**src/rtl/tqvp_bus_pkg.sv**
```systemverilog
// Shared definitions for the TinyQV peripheral bus initiator:
// access size encodings, the FSM state type and the read-data lane mask.
package tqvp_bus_pkg;

    // Access size codes, also driven directly onto the bus strobes.
    localparam logic [1:0] SZ_BYTE = 2'b00;
    localparam logic [1:0] SZ_HALF = 2'b01;
    localparam logic [1:0] SZ_WORD = 2'b10;
    localparam logic [1:0] SZ_NONE = 2'b11;

    // A strobe at SZ_NONE means "no access in progress".
    localparam logic [1:0] STROBE_IDLE = SZ_NONE;

    typedef enum logic [1:0] {
        IDLE   = 2'b00,
        ACCESS = 2'b01,
        RESP   = 2'b10
    } state_t;

    // Zero-extension mask for read data of the given access size.
    function automatic logic [31:0] lane_mask(input logic [1:0] size);
        case (size)
            SZ_BYTE: lane_mask = 32'h0000_00FF;
            SZ_HALF: lane_mask = 32'h0000_FFFF;
            SZ_WORD: lane_mask = 32'hFFFF_FFFF;
            default: lane_mask = 32'h0000_0000;
        endcase
    endfunction

endpackage

```
**src/rtl/tqvp_bus_initiator.sv**
```systemverilog
// TinyQV peripheral bus initiator: accepts one read/write command at a time,
// drives address/data/strobes to a single peripheral until data_ready or a
// timeout, then presents the result on a valid/ready response port.
// TIMEOUT_CYCLES must be 2..255 and fit in CNT_W bits.
module tqvp_bus_initiator
    import tqvp_bus_pkg::*;
#(
    parameter int TIMEOUT_CYCLES = 16,
    parameter int CNT_W          = 8
) (
    input  logic        clk,
    input  logic        rst,

    input  logic        cmd_valid,
    output logic        cmd_ready,
    input  logic        cmd_write,
    input  logic [1:0]  cmd_size,
    input  logic [5:0]  cmd_addr,
    input  logic [31:0] cmd_wdata,

    output logic        rsp_valid,
    input  logic        rsp_ready,
    output logic [31:0] rsp_rdata,
    output logic        rsp_timeout,
    output logic        rsp_error,

    output logic [5:0]  address,
    output logic [31:0] data_in,
    output logic [1:0]  data_write_n,
    output logic [1:0]  data_read_n,
    input  logic [31:0] data_out,
    input  logic        data_ready
);

    localparam logic [CNT_W-1:0] CNT_LAST = CNT_W'(TIMEOUT_CYCLES - 1);

    state_t            state_q, state_d;
    logic [CNT_W-1:0]  cnt_q, cnt_d;
    logic [5:0]        addr_d;
    logic [31:0]       wdat_d;
    logic [1:0]        wr_n_d, rd_n_d;
    logic              vld_d, to_d, err_d;
    logic [31:0]       rdata_d;
    logic              rd_active;

    // Command acceptance depends only on state so cmd_valid never loops back.
    assign cmd_ready = (state_q == IDLE) && !rst;

    // The read strobe carries the access size, so it doubles as the mask select.
    assign rd_active = (data_read_n != STROBE_IDLE);

    // Next-state and next-register logic; everything holds unless changed.
    always_comb begin
        state_d = state_q;
        cnt_d   = cnt_q;
        addr_d  = address;
        wdat_d  = data_in;
        wr_n_d  = data_write_n;
        rd_n_d  = data_read_n;
        vld_d   = rsp_valid;
        rdata_d = rsp_rdata;
        to_d    = rsp_timeout;
        err_d   = rsp_error;

        case (state_q)
            IDLE: begin
                if (cmd_valid) begin
                    if (cmd_size == SZ_NONE) begin
                        // Illegal size: answer immediately, never touch the bus.
                        vld_d   = 1'b1;
                        err_d   = 1'b1;
                        to_d    = 1'b0;
                        rdata_d = 32'h0;
                        state_d = RESP;
                    end else begin
                        addr_d = cmd_addr;
                        wdat_d = cmd_wdata;
                        if (cmd_write) wr_n_d = cmd_size;
                        else           rd_n_d = cmd_size;
                        cnt_d   = '0;
                        state_d = ACCESS;
                    end
                end
            end

            ACCESS: begin
                // data_ready takes precedence over an expiring timeout.
                if (data_ready) begin
                    rdata_d = rd_active ? (data_out & lane_mask(data_read_n)) : 32'h0;
                    wr_n_d  = STROBE_IDLE;
                    rd_n_d  = STROBE_IDLE;
                    vld_d   = 1'b1;
                    state_d = RESP;
                end else if (cnt_q == CNT_LAST) begin
                    rdata_d = 32'h0;
                    to_d    = 1'b1;
                    wr_n_d  = STROBE_IDLE;
                    rd_n_d  = STROBE_IDLE;
                    vld_d   = 1'b1;
                    state_d = RESP;
                end else begin
                    cnt_d = cnt_q + CNT_W'(1);
                end
            end

            RESP: begin
                if (rsp_ready) begin
                    vld_d   = 1'b0;
                    to_d    = 1'b0;
                    err_d   = 1'b0;
                    state_d = IDLE;
                end
            end

            default: begin
                state_d = IDLE;
                wr_n_d  = STROBE_IDLE;
                rd_n_d  = STROBE_IDLE;
            end
        endcase
    end

    // State, counter, bus and response registers; reset drops any pending access.
    always_ff @(posedge clk) begin
        if (rst) begin
            state_q      <= IDLE;
            cnt_q        <= '0;
            address      <= 6'h0;
            data_in      <= 32'h0;
            data_write_n <= STROBE_IDLE;
            data_read_n  <= STROBE_IDLE;
            rsp_valid    <= 1'b0;
            rsp_rdata    <= 32'h0;
            rsp_timeout  <= 1'b0;
            rsp_error    <= 1'b0;
        end else begin
            state_q      <= state_d;
            cnt_q        <= cnt_d;
            address      <= addr_d;
            data_in      <= wdat_d;
            data_write_n <= wr_n_d;
            data_read_n  <= rd_n_d;
            rsp_valid    <= vld_d;
            rsp_rdata    <= rdata_d;
            rsp_timeout  <= to_d;
            rsp_error    <= err_d;
        end
    end

endmodule

```
**config.mk**
```make
export PLATFORM = sky130hd
export DESIGN_NAME = tqvp_bus_initiator
export DESIGN_NICKNAME = d
export VERILOG_FILES = /design/src/rtl/tqvp_bus_pkg.sv /design/src/rtl/tqvp_bus_initiator.sv
export SDC_FILE = /design/constraint.sdc
export NUM_CORES = 1
export LEC_CHECK = 0
export CAP_MARGIN = 20
export CELL_PAD_IN_SITES_DETAIL_PLACEMENT = 0
export CELL_PAD_IN_SITES_GLOBAL_PLACEMENT = 1
export CORE_ASPECT_RATIO = 2
export CORE_MARGIN = 3
export CORE_UTILIZATION = 29
export DETAILED_ROUTE_END_ITERATION = 10
export GPL_ROUTABILITY_DRIVEN = 0
export PLACE_DENSITY_LB_ADDON = 0.1
export SYNTH_ARGS = -nofsm -noshare
export SYNTH_HDL_FRONTEND = slang
export SYNTH_SLANG_ARGS = --single-unit
```
**constraint.sdc**
```tcl
create_clock -name clk -period 2 [get_ports clk]
set_input_delay 0.2 -clock clk [delete_from_list [all_inputs] [get_ports clk]]
set_output_delay 0.2 -clock clk [all_outputs]
set_load 0.02 [all_outputs]
```
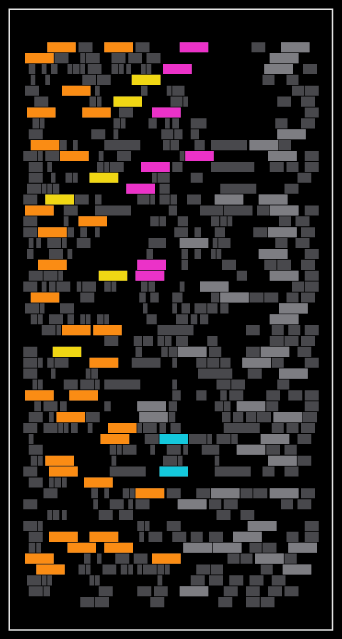
Figure 1: register map, names as in the netlist.
Drawn at 4 px/um.
[address] yellow | placed flops: 6
[cnt_q] magenta | placed flops: 8
[data_in] orange | placed flops: 32 | where: a vertical strip on the left
[data_read_n] cyan | placed flops: 2
Seq area share: 33.4%
FF+latch area: 0.00174 mm2
utilization after layout: 48.8%

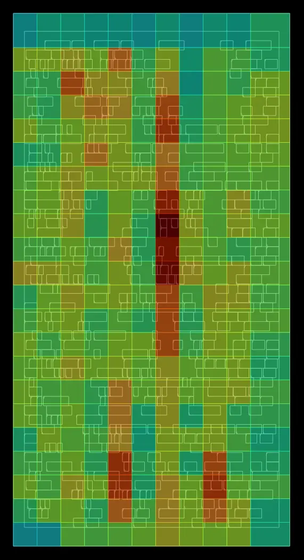
Figure 2: congestion heat map.
Tot GR Track Use: 15.7%
GRT met1 Usage: 17.2%
gr busiest metal: met2
GRT met3 Usage: 4.31%

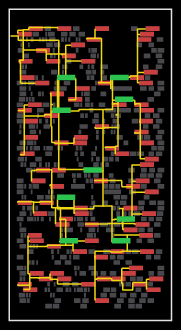
Figure 3: clock distribution.
Drawn at 2 px/um.
[flip-flops] red | count: 87
[cells driving clock nets] green | count: 9
[clock wires] yellow | length: 1140 um
routed clock nets: 10
Clock Power: 1.60 mW
Setup Skew: 0.00559 ns
Clock Power Share: 37.9%
clk ins delay skew pair: 0.33 ns

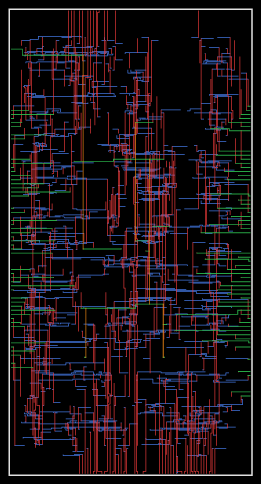
Figure 4: signal wires by layer.
Drawn at 3 px/um.
[met1] blue | wire length: 3500 um
[met3] green | wire length: 831 um
[met2] red | wire length: 5000 um
[met4] orange | wire length: 186 um
Total Wirelength: 9.53 mm
vias post-DR: 3005
average wire per standard cell: 14.8 um

==> results.py <==
# Flow results
metrics = {
    "logic_synthesis": {
        "synth-seq-cells": 87,
        "ff_type": "dfxtp_1",
        "syn_nets": 425,
        "ys_cells": 344,
        "syn_inst": 344,
        "edf_count": 0,
        "async_flop_share_pct": 0,
        "synthDistinctLibCells": 43,
        "synth_warnings": 0,
        "ys_seq_share_pct": 54.2,
    },
    "cells_and_area": {
        "fin_nets": 582,
        "drive_gt1_share_pct": 6.93,
        "n_fill_cell": 1043,
        "diodes": 0,
        "area_growth_pct": 62.3,
    },
    "worst_setup_path": {
        "crit_buf_inv": 1,
        "worstPathArrival_ns": 1.66,
        "critPathSlowestCell": "clkdlybuf4s50_1",
        "start_kind": "register",
        "crit_family": "buffers and inverters",
        "endpoint_kind": "output port",
        "critPathMaxFanout": 14,
        "cp_slowest_stage_delay_ns": 0.64,
        "critical_path_class": "register to output port",
    },
    "sta": {
        "final_hold_viol_count": 0,
        "tightest_slew_ns": 0.469,
        "finalSetupViolCount": 0,
        "setup_tns_ns": 0,
        "maxSlewHeadroom_pct": 68.7,
        "slew_viol_final": 0,
        "post-route-period-util_pct": 93.0,
        "clock.fmax_ghz": 0.537,
        "layout_min_cycle_time_ns": 1.86,
    },
    "place": {
        "dpl.hpwl_mm": 6.96,
        "placed_area_mm2": 0.00493,
    },
    "power": {
        "p_int_mw": 3.14,
        "netSwitchingFraction_pct": 25.3,
        "ir_worst_vdd_v": 0.000514,
        "power_frac_comb_pct": 17.8,
        "p_per_area_mw_per_mm2": 808,
        "total_power_mw": 4.21,
    },
    "routing": {
        "ant_nets": 0,
        "drtIter0Drc": 104,
        "viasPerCell": 4.68,
        "firstDrtPassIters": 4,
    },
    "cts": {
        "clk_path_buf_depth": 2,
        "root_buffer": "clkbuf_16",
        "clk_pin_slew_ns": 0.06,
        "cts_hold_repair.buffers": 0,
        "clkSinkCount": 87,
        "cts_made_buffers": 9,
        "htreeDepth": 3,
        "post_cts_resized": 0,
        "postCtsSetupBuffers": 0,
    },
    "grt": {
        "grt_antenna_before_repair": 0,
        "overflow": 0,
        "grt_pass1_vias": 3023,
        "grt_max_degree": 42,
        "grt_pass1_wl_mm": 15.4,
    },
    "flow_run": {
        "warnings": 27,
    },
    "die": {
        "core_area_mm2": 0.0107,
        "die_w_um": 80.4,
    },
    "status": {
        "outcome": "finished clean",
    },
}
worst paths after layout:
check              from  slack, ns  cells after the start            end
max          state_q[1]       0.14                      2      cmd_ready
min                 rst       0.40                      3     state_q[1]
max reg2reg    cnt_q[7]       0.28                      5  rsp_rdata[21]
min reg2reg  data_in[6]       0.45                      2     data_in[6]
cell usage after synthesis, types with 2 or more instances:
cell      instances  area share (%)
nand2b_1          3            0.58
clkbuf_1         12             1.4
and3_1            3            0.58
a21oi_2           2            0.55
a31oi_1           2            0.39
o211ai_1          2            0.47
nor2_1           13             1.5
nor4_1            3            0.58
buf_2             3            0.47
nor2b_1           2            0.39
mux2i_1           4             1.2
inv_1             3            0.35
a21oi_1          43             6.7
and2_1            2            0.39
nand3_1           6            0.93
nor3_1            7             1.1
o21ai_0           2            0.31
xor2_1            5             1.4
buf_6             4             1.4
buf_1             2            0.23
dfxtp_1          87              54
ha_1              3             1.2
nand2_1          80             9.3
a22o_1           32             8.7
layout by cell type (no fill, tap or decap), types with 4 or more instances in the layout:
cell,Yosys,layout
nor2_1,13,13
clkinv_2,0,4
nand2_1,80,80
nor3_1,7,7
clkdlybuf4s50_1,0,154
xor2_1,5,5
dfxtp_1,87,87
a21oi_1,43,43
nand3_1,6,6
buf_4,1,11
mux2i_1,4,4
clkbuf_16,0,9
a22o_1,32,32
kinds of logic (layout without fill, tap and decap cells):
family                     count (synthesis)  count (layout)  synth area share, %
buffers and inverters                     25             186                 4.09
and+or+nand+nor                          129             129                 18.5
DFF                                       87              87                 54.2
muxes                                      4               4                 1.25
xor gates and xnor gates                   6               6                 1.64
adders and majority gates                  3               3                 1.17
AOI/OAI and AO/OA                         90              90                 19.1
registers in the layout, summed over array words and instances, names as in the netlist:
name	count
state_q	2
rsp_timeout	1
rsp_valid	1
cnt_q	8
rsp_rdata	32
rsp_error	1
address	6
data_in	32
data_read_n	2
data_write_n	2
worst reg2reg max path, cell delays in order (launching register included):
cell and delay, ns:
dfxtp_1 0.33, or4_4 0.59, o21ai_4 0.17, a21oi_2 0.09, buf_12 0.18, a22o_1 0.24
per-stage QoR:
stage               worst slack [ns]  hold slack (ns)  cells  utilization [%]
floorplan                      0.335            0.325    344                -
global placement               0.241            0.442    627             46.2
detailed placement             0.232            0.447    627             46.2
CTS                            0.125            0.389    642             48.8
global route                  0.0721            0.406    642             48.8
finish                         0.139            0.398    642             48.8
power groups by stage:
stage	clock network [mW]	registers, mW	logic [mW]
6_report	1.60	1.87	0.749
5_1_grt	1.73	1.87	0.811
4_1_cts	1.67	1.87	0.760
3_5_place_dp	0	1.90	0.756
3_3_place_gp	0	1.90	0.752
2_1_floorplan	0	1.99	0.273
metal layers:
layer  vias up  track usage, %  wire [um]
met5         -               0          0
met4         0            7.01        186
met3        12            4.31        830
met2       116            27.5       5000
met1      1369            17.2       3500
li1       1508               -          -
cell type report:
cell class | count | area, um2 | area share (%)
Clock inverter | 5 | 50.0 | 0.960
Tap cell | 137 | 171 | 3.29
Clock buffer | 10 | 229 | 4.39
Timing Repair Buffer | 168 | 1670 | 32.0
Inverter | 3 | 11.3 | 0.216
Multi-Input combinational cell | 232 | 1340 | 25.7
Sequential cell | 87 | 1740 | 33.4
Power is estimated from default activity; no workload was simulated.
